Fig. 1: layout detail
Window x 46 to 96, y 74 to 124 µm. Cells in gray, sequential cells in the stronger gray; small squares are vias.
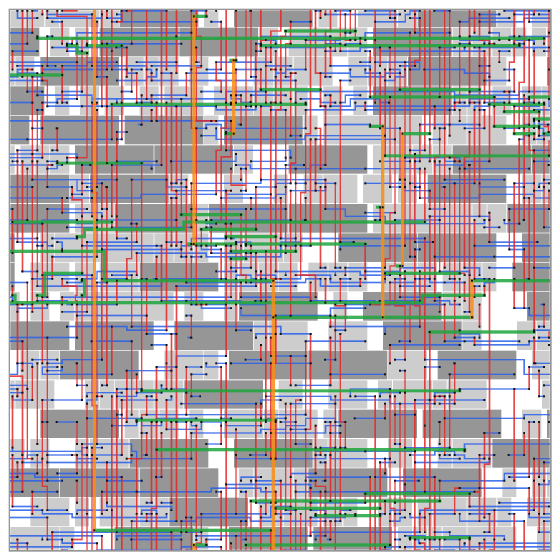
Fig. 2: power grid
Drawn at 3 px/µm. Pins as bars on the die edge.
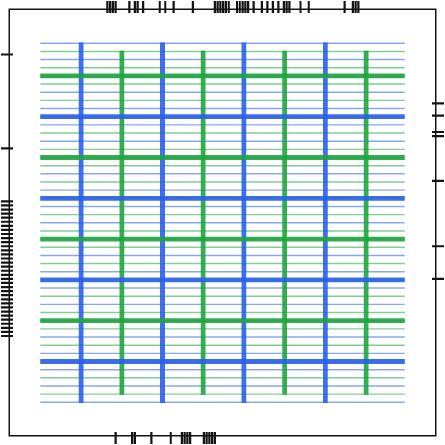
Fig. 3: signal metal coverage by tile
Drawn at 3 px/µm. 28 x 28 tiles, from dark purple (low) to yellow (high), scaled to the fullest tile. Values are wire area over tile area, all layers added.
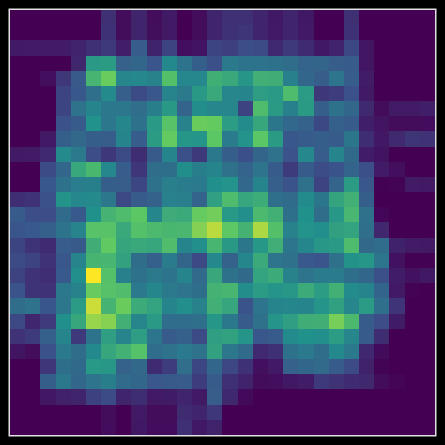
Fig. 4: placed standard cells
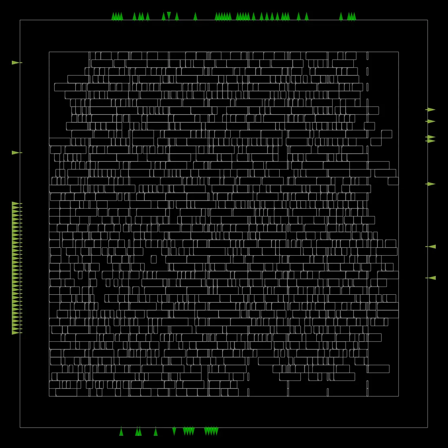
Design rx_ipv4, sky130hd; sources not shown.
==> results.sh <==
# yosys + openroad results
export IMPL_status="finished, violations left"
export IMPL_violations="capacitance limit, slew limit"
export IMPL_p_sw_frac=0.276
export IMPL_die_area_mm2=0.0201
export IMPL_yosys_area_top_type_share=0.395
export IMPL_cts_resized=0
export IMPL_cts_buffers_inserted=17
export IMPL_hold_path_class="flop to flop"
export IMPL_nMultiInputCombCells=833
export IMPL_antenna_found_initial=0
export IMPL_grt_pass1_wl_mm=41.2
export IMPL_slew_headroom=-1.43
export IMPL_comb_cell_power_mw=0.203
export IMPL_slowest_delay_ns=2.64
export IMPL_tightestPinTransition_ns=3.65
export IMPL_period_used=0.612
export IMPL_met1_length_mm=10.3
export IMPL_buffer_area_frac=0.0924
export IMPL_top_cell="nand2_1"
export IMPL_place_ws_ns=4.25
export IMPL_nets=1264
export IMPL_ys_seq_frac=0.395
export IMPL_diodes=0
export IMPL_power_leakage_nw=3.92
export IMPL_finalMaxSlewViolations=94
export IMPL_synthAoiAreaFrac=0.151
export IMPL_nFillCells=1106
export IMPL_common_cells="nand2_1 (184), dfxtp_1 (181), a21oi_1 (139)"
export IMPL_ys_sh_adder=0.0559
export IMPL_nNonClkBuffers=101
export IMPL_drv_cap=1
export IMPL_port_buffers=93
export IMPL_syn_area_mm2=0.00918
export IMPL_ios=94
export IMPL_comb_area_share=0.472
export IMPL_crit_buf_inv=2
export IMPL_max_freq_mhz=174
export IMPL_use_met2=0.409
export IMPL_cts_tree="yes"
export IMPL_initial_core_util=0.631
export IMPL_setup_ws_ns=3.65
export IMPL_topCombFamilyByArea="simple AND/OR/NAND/NOR gates"
export IMPL_grt_max_degree=94
export IMPL_ys_cells=1144
export IMPL_final_common_cell="nand2_1"
export IMPL_grt_pass1_vias=8075
export IMPL_top_usage_layer="met2"
export IMPL_lay_top_cells="nand2_1 (183), dfxtp_1 (181), a21oi_1 (139)"
export IMPL_layout_drive_gt1_share=0.0402
export IMPL_nClkBuffers=19
export IMPL_place_gp_congestion=0.975
export IMPL_drcViolationCount=0
export IMPL_hold_viol_final=0
export IMPL_post_synth_top_area_cell="dfxtp_1"
export IMPL_top_power_group="registers"
export IMPL_power_frac_seq=0.462
export IMPL_clk_latency_ns=0.43
export IMPL_end_kind="flop"
export IMPL_whs_ns=0.458
export IMPL_htreeDepth=4
export IMPL_syn2layout_area_growth_pct=15.7
export IMPL_power_frac_clock=0.419
export IMPL_critPathTopFamily="buffers and inverters"
export IMPL_post_cts_buffers=0
export IMPL_regArea_mm2=0.00362
export IMPL_top_layer="met4"
export IMPL_mux_share=0.0524
export IMPL_critPathRequiredTime_ns=9.70
export IMPL_setup_violations=0
export IMPL_met3_usage=0.0551
About Fig. 1:
M4: marked orange. M3: marked green. M2: marked red. M1: marked blue.
Sequential cells in the window: 53. Most frequent: dfxtp_1 (53), a21oi_1 (38), nand2_1 (37). 235 logic cells have their middle in the window.

About Fig. 2:
VDD: marked green. VSS: marked blue.
The core has 44 rows. 8 straps on met4. 94 signal pins sit on the boundary. 8 straps on met5. 45 met1 rails follow the rows.
die height: 142 µm
Die X: 142 µm
core area: 0.0145 mm²
Max IR drop VDD: 143 µV

About Fig. 3:
The emptiest ninth of the die: upper right. The mean over all tiles is 0.21. The fullest tile reaches 0.74. The densest ninth of the die: center. 19% of the tiles are over half the peak. 21% of the tiles are nearly empty.
final WL: 25.4 mm
WL per Instance: 18.4 µm
via count: 8458

About Fig. 4:
final core utilization: 0.730
Post-Layout Cell Count: 1377
num rows: 44
# Taps: 184
flop count: 181

Power and IR drop assume default switching activity.
